**config.mk**
```make
export PLATFORM = sky130hd
export DESIGN_NAME = hazard_ctrl
export DESIGN_NICKNAME = d
export VERILOG_FILES = /design/src/rtl/hazard_ctrl.sv
export SDC_FILE = /design/constraint.sdc
export NUM_CORES = 1
export LEC_CHECK = 0
export CAP_MARGIN = 5
export CORE_MARGIN = 2
export CORE_UTILIZATION = 35
export CTS_CLUSTER_SIZE = 40
export DETAILED_ROUTE_END_ITERATION = 8
export SYNTH_ARGS = -nofsm -noshare
export SYNTH_HDL_FRONTEND = slang
export SYNTH_SLANG_ARGS = --single-unit
export TNS_END_PERCENT = 30
```
**constraint.sdc**
```tcl
create_clock -name clk -period 2.4 [get_ports clk]
set_input_delay 0.48 -clock clk [delete_from_list [all_inputs] [get_ports clk]]
set_output_delay 0.48 -clock clk [all_outputs]
set_load 0.005 [all_outputs]
```
**src/rtl/hazard_ctrl.sv**
```systemverilog
// Hazard controller for a 5-stage MIPS pipeline: D-stage stall/E bubble and D/E/M forwarding selects.
// Optional stall statistics counter enabled with `define HAZARD_STAT_EN.
module hazard_ctrl #(
    parameter int RA_W  = 5,
    parameter int TN_W  = 2
`ifdef HAZARD_STAT_EN
    ,
    parameter int CNT_W = 32
`endif
) (
    input  logic            clk,
    input  logic            reset,
    input  logic [RA_W-1:0] a1_d,
    input  logic [RA_W-1:0] a2_d,
    input  logic [RA_W-1:0] a3_d,
    input  logic [TN_W-1:0] tnew_d,
    input  logic            tuse_rs0,
    input  logic            tuse_rs1,
    input  logic            tuse_rt0,
    input  logic            tuse_rt1,
    output logic            stall,
    output logic [1:0]      fwd_rs_d,
    output logic [1:0]      fwd_rt_d,
    output logic [1:0]      fwd_rs_e,
    output logic [1:0]      fwd_rt_e,
    output logic            fwd_rt_m
`ifdef HAZARD_STAT_EN
    ,
    output logic [CNT_W-1:0] stall_cnt
`endif
);

    logic [RA_W-1:0] a1_e_q, a2_e_q, a3_e_q;
    logic [TN_W-1:0] tnew_e_q;
    logic [RA_W-1:0] a2_m_q, a3_m_q;
    logic [TN_W-1:0] tnew_m_q;
    logic [RA_W-1:0] a3_w_q;

    logic [RA_W-1:0] a1_e_d, a2_e_d, a3_e_d;
    logic [TN_W-1:0] tnew_e_d;
    logic [TN_W-1:0] tnew_m_d;

    // A destination of $0 never produces anything, so it can never match.
    function automatic logic hit(input logic [RA_W-1:0] dst, input logic [RA_W-1:0] src);
        return (dst == src) && (src != '0);
    endfunction

    function automatic logic need_stall(input logic [RA_W-1:0] src,
                                        input logic            use0,
                                        input logic            use1,
                                        input logic [RA_W-1:0] dst_e,
                                        input logic [TN_W-1:0] tn_e,
                                        input logic [RA_W-1:0] dst_m,
                                        input logic [TN_W-1:0] tn_m);
        logic s;
        s = 1'b0;
        if (use0 && hit(dst_e, src) && (tn_e >= TN_W'(1))) s = 1'b1;
        if (use0 && hit(dst_m, src) && (tn_m >= TN_W'(1))) s = 1'b1;
        if (use1 && hit(dst_e, src) && (tn_e >= TN_W'(2))) s = 1'b1;
        return s;
    endfunction

    // Closest producer decides; if it is not ready yet the select is 0 and the stall covers it.
    function automatic logic [1:0] sel_d(input logic [RA_W-1:0] src,
                                         input logic [RA_W-1:0] dst_e,
                                         input logic [TN_W-1:0] tn_e,
                                         input logic [RA_W-1:0] dst_m,
                                         input logic [TN_W-1:0] tn_m,
                                         input logic [RA_W-1:0] dst_w);
        logic [1:0] r;
        r = 2'd0;
        if (hit(dst_e, src))      r = (tn_e == '0) ? 2'd1 : 2'd0;
        else if (hit(dst_m, src)) r = (tn_m == '0) ? 2'd2 : 2'd0;
        else if (hit(dst_w, src)) r = 2'd3;
        return r;
    endfunction

    function automatic logic [1:0] sel_e(input logic [RA_W-1:0] src,
                                         input logic [RA_W-1:0] dst_m,
                                         input logic [TN_W-1:0] tn_m,
                                         input logic [RA_W-1:0] dst_w);
        logic [1:0] r;
        r = 2'd0;
        if (hit(dst_m, src) && (tn_m == '0)) r = 2'd1;
        else if (hit(dst_w, src))            r = 2'd2;
        return r;
    endfunction

    always_comb begin
        stall = need_stall(a1_d, tuse_rs0, tuse_rs1, a3_e_q, tnew_e_q, a3_m_q, tnew_m_q)
              | need_stall(a2_d, tuse_rt0, tuse_rt1, a3_e_q, tnew_e_q, a3_m_q, tnew_m_q);
        fwd_rs_d = sel_d(a1_d, a3_e_q, tnew_e_q, a3_m_q, tnew_m_q, a3_w_q);
        fwd_rt_d = sel_d(a2_d, a3_e_q, tnew_e_q, a3_m_q, tnew_m_q, a3_w_q);
        fwd_rs_e = sel_e(a1_e_q, a3_m_q, tnew_m_q, a3_w_q);
        fwd_rt_e = sel_e(a2_e_q, a3_m_q, tnew_m_q, a3_w_q);
        fwd_rt_m = hit(a3_w_q, a2_m_q);
    end

    always_comb begin
        a1_e_d   = a1_d;
        a2_e_d   = a2_d;
        a3_e_d   = a3_d;
        tnew_e_d = tnew_d;
        if (stall) begin
            a1_e_d   = '0;
            a2_e_d   = '0;
            a3_e_d   = '0;
            tnew_e_d = '0;
        end
        tnew_m_d = (tnew_e_q == '0) ? '0 : tnew_e_q - TN_W'(1);
    end

    always_ff @(posedge clk or negedge reset) begin
        if (!reset) begin
            a1_e_q   <= '0;
            a2_e_q   <= '0;
            a3_e_q   <= '0;
            tnew_e_q <= '0;
            a2_m_q   <= '0;
            a3_m_q   <= '0;
            tnew_m_q <= '0;
            a3_w_q   <= '0;
        end else begin
            a1_e_q   <= a1_e_d;
            a2_e_q   <= a2_e_d;
            a3_e_q   <= a3_e_d;
            tnew_e_q <= tnew_e_d;
            a2_m_q   <= a2_e_q;
            a3_m_q   <= a3_e_q;
            tnew_m_q <= tnew_m_d;
            a3_w_q   <= a3_m_q;
        end
    end

`ifdef HAZARD_STAT_EN
    logic [CNT_W-1:0] stall_cnt_q;

    always_ff @(posedge clk or negedge reset) begin
        if (!reset)     stall_cnt_q <= '0;
        else if (stall) stall_cnt_q <= stall_cnt_q + CNT_W'(1);
    end

    assign stall_cnt = stall_cnt_q;
`endif

endmodule

```
Fig. 1: the metal 1 layer
Bar = 20 microns. Supply wires on this layer in grey.
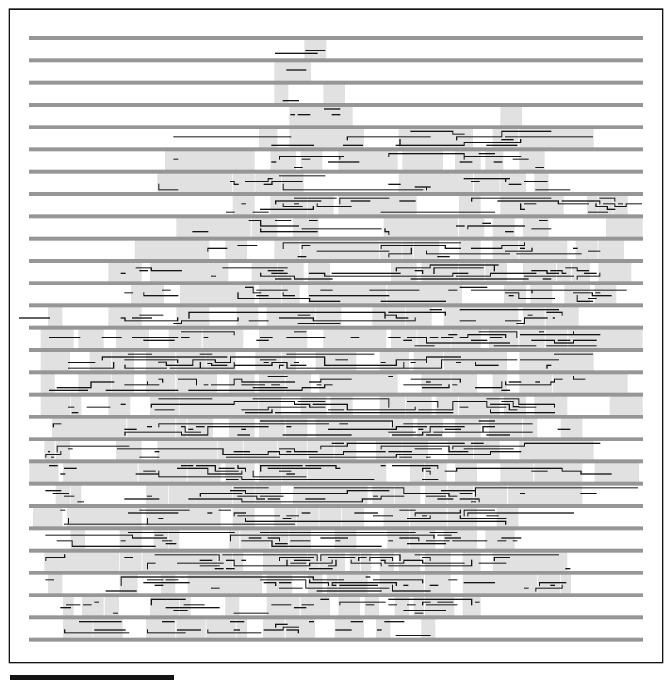
- share of all routed wire: 47%
- wire length on this layer: 2,450 microns
- longest straight run: 31.7 microns
- nets with wire on the layer: 267
- main direction: horizontal
WL final: 5220 microns
DR vias: 1,657
GR Util met1: 0.246

Fig. 2: metal layers overlaid
Only two layers are drawn.
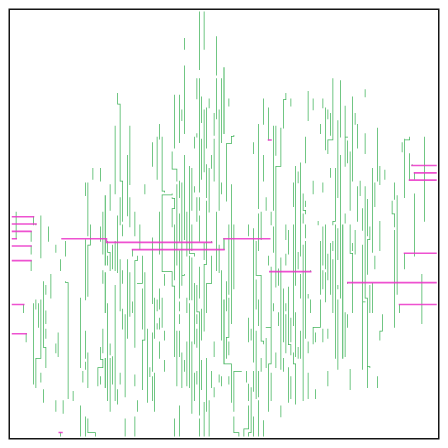
- metal 3: magenta (wire length 128 microns)
- metal 2: green (wire length 2,580 microns)
GRT Total Usage: 0.179
drt wl/cell: 14.9 microns

==> flow_summary_export.csv <==
group,metric,value,unit
run_status,status,"finished with violations",
run_status,violations,"setup timing",
finish,comb_area_frac,0.408,
power_and_ir_drop,power_leakage,1.44,nW
finish,fin_nets,301,
finish,finalNonFillerCells,351,
power_and_ir_drop,combPwrFrac,0.262,
cts,cts_root_buf,"clkbuf_8",
cts,htreeDepth,2,
flow_run,maxCapViolations,0,
synth,top_area_frac,0.426,
final_timing,rsz0062_at_grt,"yes",
global_route,grt_max_degree,35,
finish,comb_cells,138,
synth,syn_inst,191,
routing,dr.pass1.iters,4,
place,dp_hpwl,3460,microns
finish,final-nonclk-buf-share,0.246,
critical_path,cp_slowest_cell,"or4_4",
final_timing,tightestPinTransition,433,ps
synth,ys_seq_share,0.426,
routing,drc,0,
power_and_ir_drop,p_clk_frac,0.320,
finish,lay_top_count,"buf_4",
critical_path,worstPathCellList,"buf_8 > or4_4 > o211a_1 > nand4b_1 > nand2_1 > or2_1 > buf_2",
global_route,grt_use_met3,0.0351,
finish,inverters,7,
power_and_ir_drop,seqPwrFrac,0.418,
die,dieArea,0.00633,sq mm
finish,nClkBuffers,7,
synth,ys_cells,191,
cts,cts.path.max_buffers,2,
final_timing,setup_viol,2,
critical_path,r2r_setup_slack,80,ps
critical_path,critPathMaxFanout,4,
power_and_ir_drop,p_sw,0.453,mW
synth,postSynth.asyncResetShare,1.00,
final_timing,clock.fmax,411,MHz
die,core-area,0.00551,sq mm
synth,syn-cell-area,0.00200,sq mm
finish,logic_area,0.00127,sq mm
die,rows,27,
synth,syn_area_per_cell,10.5,sq um
place,gp_congestion,0.807,
critical_path,worstSetupStartpoint,"a2_d[1]",
finish,signal_buffers,92,
critical_path,cp.arrival,1960,ps
final_timing,setup_ws,-35.7,ps
final_timing,setup_tns,-69.9,ps
finish,postLayoutCoreUtil,0.568,
synth,common_cells,"dfrtp_1 (34), xor2_1 (30), xnor2_1 (24), nand3_1 (14)",
final_timing,hold_viol,0,
critical_path,worstPathRequired,1920,ps
synth,edf_count,0,
place,placed_cells,322,
synth,yosysMostFrequentCell,"dfrtp_1",
critical_path,rr_endpoint,"a1_e_q[3]",
min_path,holdPathStages,0,
cts,cts_sinks,34,
critical_path,r2r_start,"a3_m_q[1]",
place,dp_slack,-724,ps
Fig. 3: wires at chosen ports, followed through buffers
Bar = 20 microns.
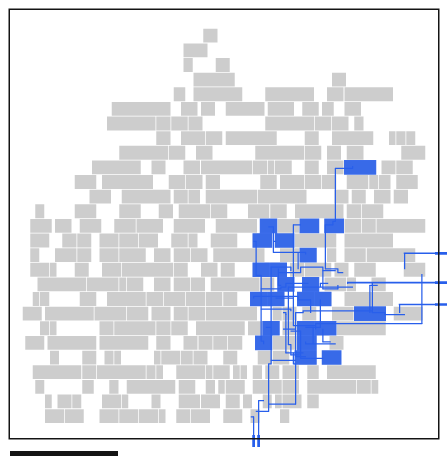
- a2_d: blue (direction input; end cells 23; buffers 13; wire 391 microns)
port buffer count: 32
Top Ports: 33

==> layer usage <==
layer | routed length, microns | part of all wire
met4 | 60 | 0.011
met1 | 2450 | 0.47
met3 | 128 | 0.025
met5 | 0 | 0
met2 | 2580 | 0.50
==> worst max-delay path by stage <==
stage,endpoint,slack [ps],cells after the start
after CTS,fwd_rs_e[0],-190,5
after floorplan,stall,160,6
after global routing,stall,-90,7
after detailed placement,fwd_rt_d[1],-720,7
final,stall,-40,7
after global placement,fwd_rt_d[0],-730,7
==> registers in the layout (all words and copies together) (netlist names) <==
signal / flops
a3_e_q: 5
a3_w_q: 5
a1_e_q: 5
a2_e_q: 5
tnew_e_q: 2
tnew_m_q: 2
a2_m_q: 5
a3_m_q: 5
==> repair_timing <==
action / CTS / global route
pin swaps: 19 / 12
endpoints found under the setup margin: 10 / 19
buffers inserted: 16 / 7
gates resized: 96 / 23
==> power by group through the flow <==
stage                     clock [mW]  combinational, mW  sequential, mW
after floorplan                    0              0.198           0.664
after CTS                      0.522              0.382           0.675
after detailed placement           0              0.351           0.685
after global placement             0              0.347           0.685
after global routing           0.555              0.458           0.681
final                          0.516              0.422           0.675
==> cell families (layout without fill, tap and decap cells) <==
group           Yosys count  after routing  synth area share
simple gates             72             72             0.237
xor+xnor                 54             54             0.237
flops                    34             34             0.426
buf+inv                  19            107            0.0494
compound gates            8              8            0.0300
mux                       4              4            0.0213
==> through the flow <==
| stage | power, mW | hold slack, ps |
|---|---|---|
| after floorplan | 0.862 | 184 |
| after global placement | 1.03 | 455 |
| after detailed placement | 1.04 | 458 |
| after CTS | 1.58 | 450 |
| after global routing | 1.70 | 503 |
| final | 1.61 | 472 |
Power figures rest on the tool's default switching activity, not on a simulated workload.
